==> src/rtl/regfile_2r1w.sv <==
// Parametrised 2-read/1-write register file with pending scoreboard.
// Optional macro REGFILE_BYPASS_EN selects write-first forwarding on reads.
module regfile_2r1w #(
  parameter int DATA_W = 16,
  parameter int ADDR_W = 3
) (
  input  logic              clk,
  input  logic              rst_n,
  input  logic              write,
  input  logic [ADDR_W-1:0] writenum,
  input  logic [DATA_W-1:0] data_in,
  input  logic              rd_en_a,
  input  logic [ADDR_W-1:0] readnum_a,
  output logic [DATA_W-1:0] data_out_a,
  output logic              valid_a,
  input  logic              rd_en_b,
  input  logic [ADDR_W-1:0] readnum_b,
  output logic [DATA_W-1:0] data_out_b,
  output logic              valid_b,
  input  logic              reserve,
  input  logic [ADDR_W-1:0] reserve_num,
  output logic              busy_a,
  output logic              busy_b,
  output logic              sb_err
);

  localparam int NREGS = 2 ** ADDR_W;

  logic [DATA_W-1:0] regs_q [NREGS];
  logic [DATA_W-1:0] regs_d [NREGS];
  logic [NREGS-1:0]  pending_q, pending_d;
  logic              sb_err_q, sb_err_d;
  logic [DATA_W-1:0] data_out_a_q, data_out_a_d;
  logic [DATA_W-1:0] data_out_b_q, data_out_b_d;
  logic              valid_a_q, valid_a_d;
  logic              valid_b_q, valid_b_d;
  logic [DATA_W-1:0] rd_a, rd_b;

  always_comb begin
    rd_a = regs_q[readnum_a];
    rd_b = regs_q[readnum_b];
`ifdef REGFILE_BYPASS_EN
    if (write && (writenum == readnum_a)) rd_a = data_in;
    if (write && (writenum == readnum_b)) rd_b = data_in;
`endif
  end

  always_comb begin
    regs_d = regs_q;
    if (write) regs_d[writenum] = data_in;
  end

  // Reserve applied after write so a new producer supersedes.
  always_comb begin
    pending_d = pending_q;
    sb_err_d  = sb_err_q;
    if (write) pending_d[writenum] = 1'b0;
    if (reserve) begin
      if (pending_q[reserve_num]) sb_err_d = 1'b1;
      pending_d[reserve_num] = 1'b1;
    end
  end

  always_comb begin
    data_out_a_d = rd_en_a ? rd_a : data_out_a_q;
    data_out_b_d = rd_en_b ? rd_b : data_out_b_q;
    valid_a_d    = rd_en_a;
    valid_b_d    = rd_en_b;
  end

  always_ff @(posedge clk or negedge rst_n) begin
    if (!rst_n) begin
      regs_q       <= '{default: '0};
      pending_q    <= '0;
      sb_err_q     <= 1'b0;
      data_out_a_q <= '0;
      data_out_b_q <= '0;
      valid_a_q    <= 1'b0;
      valid_b_q    <= 1'b0;
    end else begin
      regs_q       <= regs_d;
      pending_q    <= pending_d;
      sb_err_q     <= sb_err_d;
      data_out_a_q <= data_out_a_d;
      data_out_b_q <= data_out_b_d;
      valid_a_q    <= valid_a_d;
      valid_b_q    <= valid_b_d;
    end
  end

  assign data_out_a = data_out_a_q;
  assign data_out_b = data_out_b_q;
  assign valid_a    = valid_a_q;
  assign valid_b    = valid_b_q;
  assign busy_a     = pending_q[readnum_a];
  assign busy_b     = pending_q[readnum_b];
  assign sb_err     = sb_err_q;

endmodule

==> config.mk <==
export PLATFORM = sky130hd
export DESIGN_NAME = regfile_2r1w
export DESIGN_NICKNAME = d
export VERILOG_FILES = /design/src/rtl/regfile_2r1w.sv
export SDC_FILE = /design/constraint.sdc
export NUM_CORES = 1
export LEC_CHECK = 0
export CORE_MARGIN = 5
export CORE_UTILIZATION = 50
export DETAILED_ROUTE_END_ITERATION = 12
export GPL_ROUTABILITY_DRIVEN = 1
export PLACE_DENSITY = 0.83
export SYNTH_ARGS = -nofsm -noshare
export SYNTH_HDL_FRONTEND = slang
export SYNTH_SLANG_ARGS = --single-unit
==> constraint.sdc <==
create_clock -name clk -period 2.8 [get_ports clk]
set_input_delay 0.84 -clock clk [delete_from_list [all_inputs] [get_ports clk]]
set_output_delay 0.84 -clock clk [all_outputs]
set_load 0.02 [all_outputs]
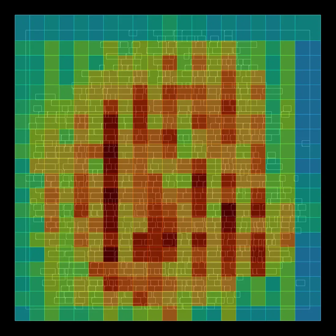
run_1/congestion.png
DR WL/cell: 23.4 um
Final Util: 61.2%
met3 Use GR: 4.99%
GRT Overall Usage: 23.7%
met2 Use GR: 40.8%

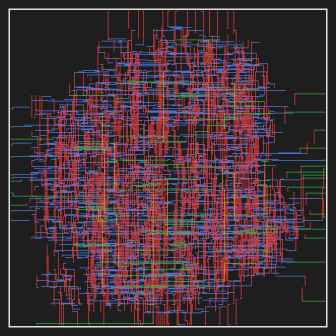
run_1/wires.png
metal 4: marked orange, wire length 461 um. metal 3: marked green, wire length 1490 um. metal 2: marked red, wire length 11900 um. metal 1: marked blue, wire length 9700 um.
Routed WL: 23.5 mm
routed vias: 6348

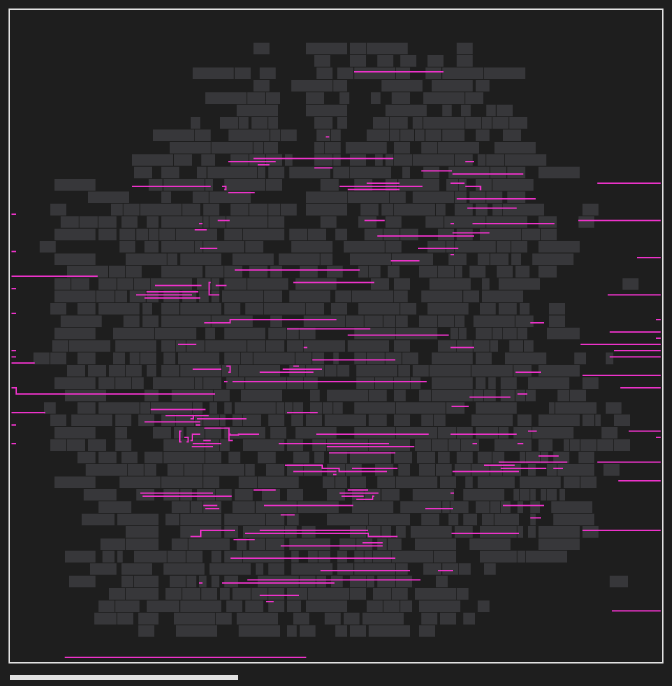
run_1/layer_met3.png
Bar = 50 um.
The longest straight run is 52.7 um. The layer holds 6.3% of the routed length. The layer carries 1490 um of wire.

==> flow_metrics.tcl, run 1 <==
# yosys + openroad results
set metrics [dict create \
    final_nets 803 \
    top_register "regs_q" \
    cts_tree "built" \
    die_w_um 143 \
    area_growth_pct 19.9 \
    edf_count 0 \
    synth.yosys.seq_area_share_pct 48.3 \
    netlist_area_um2 8860 \
    outcome "completed" \
    antenna_found_initial 0 \
    hold_violations 0 \
    async_flop_share_pct 100 \
    ff2ff_path_depth 3 \
    clock_path_buffers 2 \
    peakVddDrop_v 0.000549 \
    dp.cells 975 \
    core_area_um2 17400 \
    powerSeq_w 0.00340 \
    clk-power_w 0.00253 \
    clkPwrFrac_pct 33.0 \
    clkTransAtPathRegs_ps 60 \
    h-tree-depth 4 \
    endpoint_kind "primary output" \
    dieArea_um2 20500 \
    yosys_warnings 0 \
    place_congestion 0.819 \
    clk_latency_ps 430 \
    ys_ff 171 \
    ctsHoldBuffers 0 \
    finalPower_w 0.00765 \
    finalClockSkew_ps 7.37 \
    detail-route-antenna-nets 0 \
    boundaryPins 71 \
    grt_overflow 0 \
    fmax_mhz 360 \
    power_density_nw_per_um2 720 \
    period_minus_slack_ps 2780 \
    ys_cells 692 \
    endpoint "busy_b" \
    globalRoute.busiestLayer "met2" \
    min_path_type "in2async" \
    reg2reg_slack_ps 1600 \
    top_cell "dfrtp_1" \
    relSlewSlack_pct 50.7 \
    gr-usage-met1_pct 29.6 \
    comb-power_w 0.00172 \
    p_sw_share_pct 28.2 \
    dr.pass1.iters 5 \
    postSynthCellCount 692 \
    fin_cells 1007 \
    grt_pass1_wl_mm 37.5 \
    warning_count 26 \
    dp.final_hpwl_mm 15.1 \
    power_frac_comb_pct 22.5 \
    cts_buffers 17 \
    rr_endpoint "sb_err" \
    portBuffers 70 \
    drc 0 \
    drv_slew 0 \
    switching_power_w 0.00216 \
    largest_reg_flops 128 \
    crit_type "in2out" \
    cts_root_buf "clkbuf_16" \
    arrival_ps 1940 \
    synth_chip_area_um2 8860 \
    synth_area_leader_cell "dfrtp_1" \
    initCoreUtil_pct 51.0 \
    top_area_share_pct 48.3 \
]
-- run 1: cell families (layout without fill, tap and decap cells) --
group | after synthesis | in the layout | share of synthesized area [%]
buf+inv | 60 | 150 | 3.64
compound gates | 105 | 105 | 10.1
mux | 235 | 235 | 29.1
simple gates | 121 | 121 | 8.80
flops | 171 | 171 | 48.3
-- run 1: worst min-delay path by stage --
stage,cells after the start,slack (ps),end
after floorplan,2,480,pending_q[6]
after global placement,1,470,sb_err
after detailed placement,1,470,sb_err
after CTS,1,390,pending_q[5]
after global routing,1,430,pending_q[0]
final,1,370,pending_q[5]
-- run 1: placed cells by master (no fill, tap or decap), drive strengths merged, types with 5 or more instances in the layout --
cell type,Yosys,routed
a41o,32,32
mux2i,100,100
clkbuf,15,25
inv,5,6
mux4,5,5
nand2b,6,6
dfrtp,171,171
nand3,32,32
mux2,130,130
clkdlybuf4s50,0,62
a211o,32,32
nor2b,66,66
a22oi,32,32
nand2,7,7
buf,40,49
-- run 1: through the flow --
stage | cell area (um2) | TNS (ps) | setup slack [ps]
after CTS | 10600 | 0 | 1.21
final | 10600 | 0 | 19.4
after global routing | 10600 | 0 | 4.75
after floorplan | 8860 | 0 | 7.45
after detailed placement | 9980 | -2350 | -888
after global placement | 9980 | -2030 | -871
-- run 1: area by class of cell --
cell class	count	area [um2]
timing repair buffer	113	1140
fill	1255	6740
clock inverter	8	130
clock buffer	24	512
tap	225	282
multi-input combinational	461	4260
inverter	5	18.8
sequential	171	4280
-- run 1: metal layers --
layer | routed length [um] | share of wire, %
met5 | 0 | 0
met3 | 1490 | 6.3
met4 | 461 | 2.0
met1 | 9700 | 41
met2 | 11900 | 50
-- run 1: critical path: stages --
cell,delay (ps)
buf_4,130
mux4_2,500
mux2_2,300
buf_2,170
--- run 2 (diff from run 1) ---
SLEW_MARGIN = 10   (was not set)
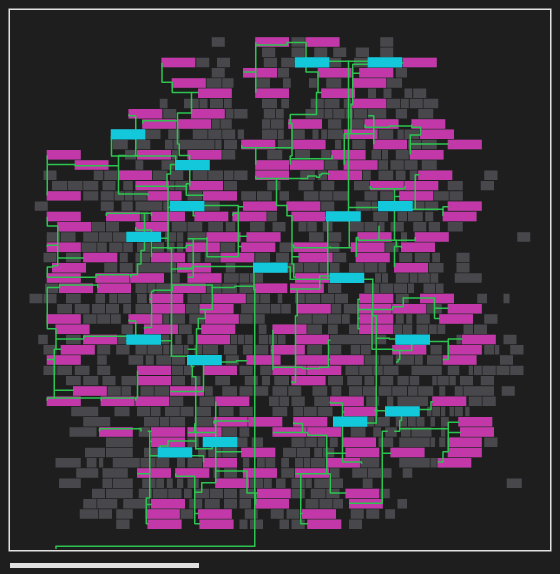
run_2/clk_routes.png
Bar = 50 um.
flip-flops: marked magenta, count 171. clock wires: marked green, length 1940 um. clock drivers: marked cyan, count 17.
There are 18 routed clock nets.

==> run 2 against run 1 <==
Against the previous run: final cell count did not move; critical path depth stayed put; synthesized cell count unchanged; clock-buffer cell count did not move; via count unchanged; sequential share of layout area did not move; area after synthesis unchanged; sequential cell count is the same; worst hold slack unchanged; die area is the same; critical endpoint unchanged.
==> flow_metrics.tcl, run 2 <==
# yosys + openroad results
set metrics [dict create \
    outcome "completed" \
    met2_length_mm 11.9 \
    ys_cells 692 \
    postSynthCellCount 692 \
    dr.pass1.iters 5 \
    period_minus_slack_ps 2780 \
    warning_count 26 \
    fmax_mhz 360 \
    vias 6348 \
    netlist_area_um2 8860 \
    grt_use_met2_pct 40.8 \
    routed.top_layer "met4" \
    grt_overflow 0 \
    synth_chip_area_um2 8860 \
    dp.cells 975 \
    endpoint_kind "primary output" \
    clock_path_buffers 2 \
    synth_area_leader_cell "dfrtp_1" \
    crit_type "in2out" \
    final_cell_mix "171 x dfrtp_1, 129 x mux2_2, 100 x mux2i_1" \
    relSlewSlack_pct 50.7 \
    peakVddDrop_v 0.000549 \
    antenna_found_initial 0 \
    grt_max_degree 61 \
    dieArea_um2 20500 \
    globalRoute.busiestLayer "met2" \
    layout_top_cell "dfrtp_1" \
    edf_count 0 \
    async_flop_share_pct 100 \
    min_path_type "in2async" \
    final_nets 803 \
    grt_pass1_wl_mm 37.5 \
    core_area_um2 17400 \
    cts_buffers 17 \
    ys_ff 171 \
    gr-usage-met1_pct 29.6 \
    arrival_ps 1940 \
    critPathTopFamily "multiplexers" \
    fin_cells 1007 \
    drv_slew 0 \
    power_density_nw_per_um2 720 \
    portBuffers 70 \
    cpPeakStageDelay_ps 500 \
    synth.yosys.seq_area_share_pct 48.3 \
    dp.final_hpwl_mm 15.1 \
    drc 0 \
    yosys_warnings 0 \
    top_area_share_pct 48.3 \
    route.met3.wl_mm 1.49 \
    grtUsageTotal_pct 23.7 \
    path_buffers 2 \
    routed_wl_mm 23.5 \
    largest_reg_flops 128 \
    synth_cell_types 27 \
    finalClockSkew_ps 7.37 \
    clk_latency_ps 430 \
    clkTransAtPathRegs_ps 60 \
    met1_length_mm 9.70 \
    vias_per_cell 6.30 \
    area_growth_pct 19.9 \
    h-tree-depth 4 \
    cpMaxStageDelayCell "mux4_2" \
    finalSetupViolCount 0 \
    initCoreUtil_pct 51.0 \
    crit_fanout 2 \
    grt_use_met3_pct 4.99 \
    detail-route-antenna-nets 0 \
    tns_ps 0 \
    postLayoutCoreUtil_pct 61.2 \
    cp_cell_sequence "buf_4 > mux4_2 > mux2_2 > buf_2" \
    die_w_um 143 \
    cts_root_buf "clkbuf_16" \
]
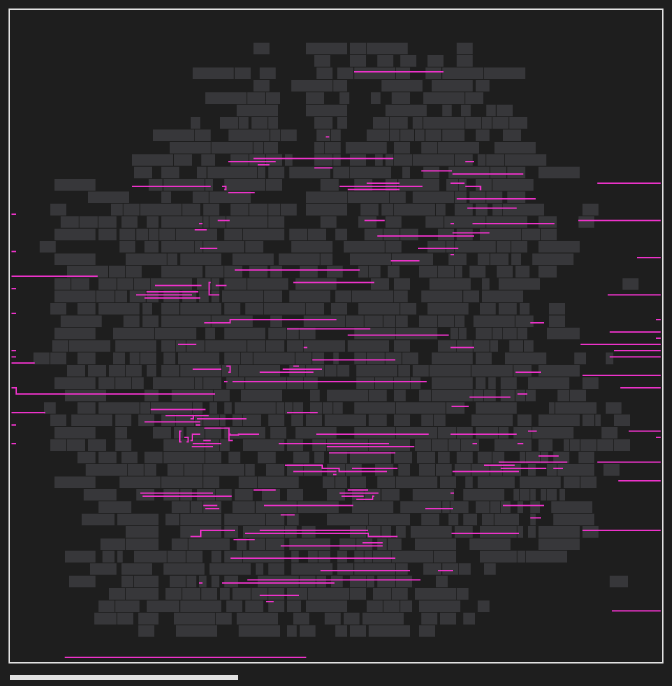
run_2/layer_met3.png
Bar = 50 um.
87 nets have wire on it. The layer carries 1490 um of wire.

==> run 2: cell counts after synthesis <==
No cell type changed its count.
==> run 2: power by group <==
part	total (W)	internal (W)	switching, W
sequential	0.00340	0.00299	0.000413
clock	0.00253	0.00155	0.000972
combinational	0.00172	0.000947	0.000773
total	0.00765	0.00549	0.00216
==> run 2: final timing paths <==
path,from,endpoint,slack (ps),depth (start not counted)
min reg2reg,sb_err,sb_err,480,1
min in group clk,sb_err,sb_err,480,1
min,rst_n,pending_q[5],370,1
max in group asynchronous,rst_n,regs_q[49],1680,2
max,readnum_b[1],busy_b,20,4
max reg2reg,pending_q[7],sb_err,1600,3
==> run 2: stage by stage <==
stage / worst slack (ps) / hold slack [ps] / total power, W / cell area (um2)
after detailed placement: -888 / 469 / 0.00513 / 9980
after global routing: 4.75 / 427 / 0.00796 / 10600
after global placement: -871 / 470 / 0.00500 / 9980
after floorplan: 7.45 / 482 / 0.00445 / 8860
final: 19.4 / 374 / 0.00765 / 10600
after CTS: 1.21 / 391 / 0.00766 / 10600
==> run 2: layout make-up <==
class                           instances  area [um2]
Tap cell                              225         282
Inverter                                5        18.8
Multi-Input combinational cell        461        4260
Fill cell                            1255        6740
Sequential cell                       171        4280
Timing Repair Buffer                  113        1140
Clock inverter                          8         130
Clock buffer                           24         512
==> run 2: cell families after synthesis <==
kind of cell	count (synthesis)	synth area share (%)
AOI/OAI and AO/OA	105	10.1
muxes	235	29.1
buffers and inverters	60	3.64
DFF	171	48.3
and+or+nand+nor	121	8.80
==> run 2: worst reg2reg max path, delay by kind of cell, from the launching register on <==
kind / cells / cell delay (ps)
multiplexers: 2 / 570
flip-flops: 1 / 430
AND-OR/OR-AND: 1 / 140
Power is estimated from default activity; no workload was simulated.
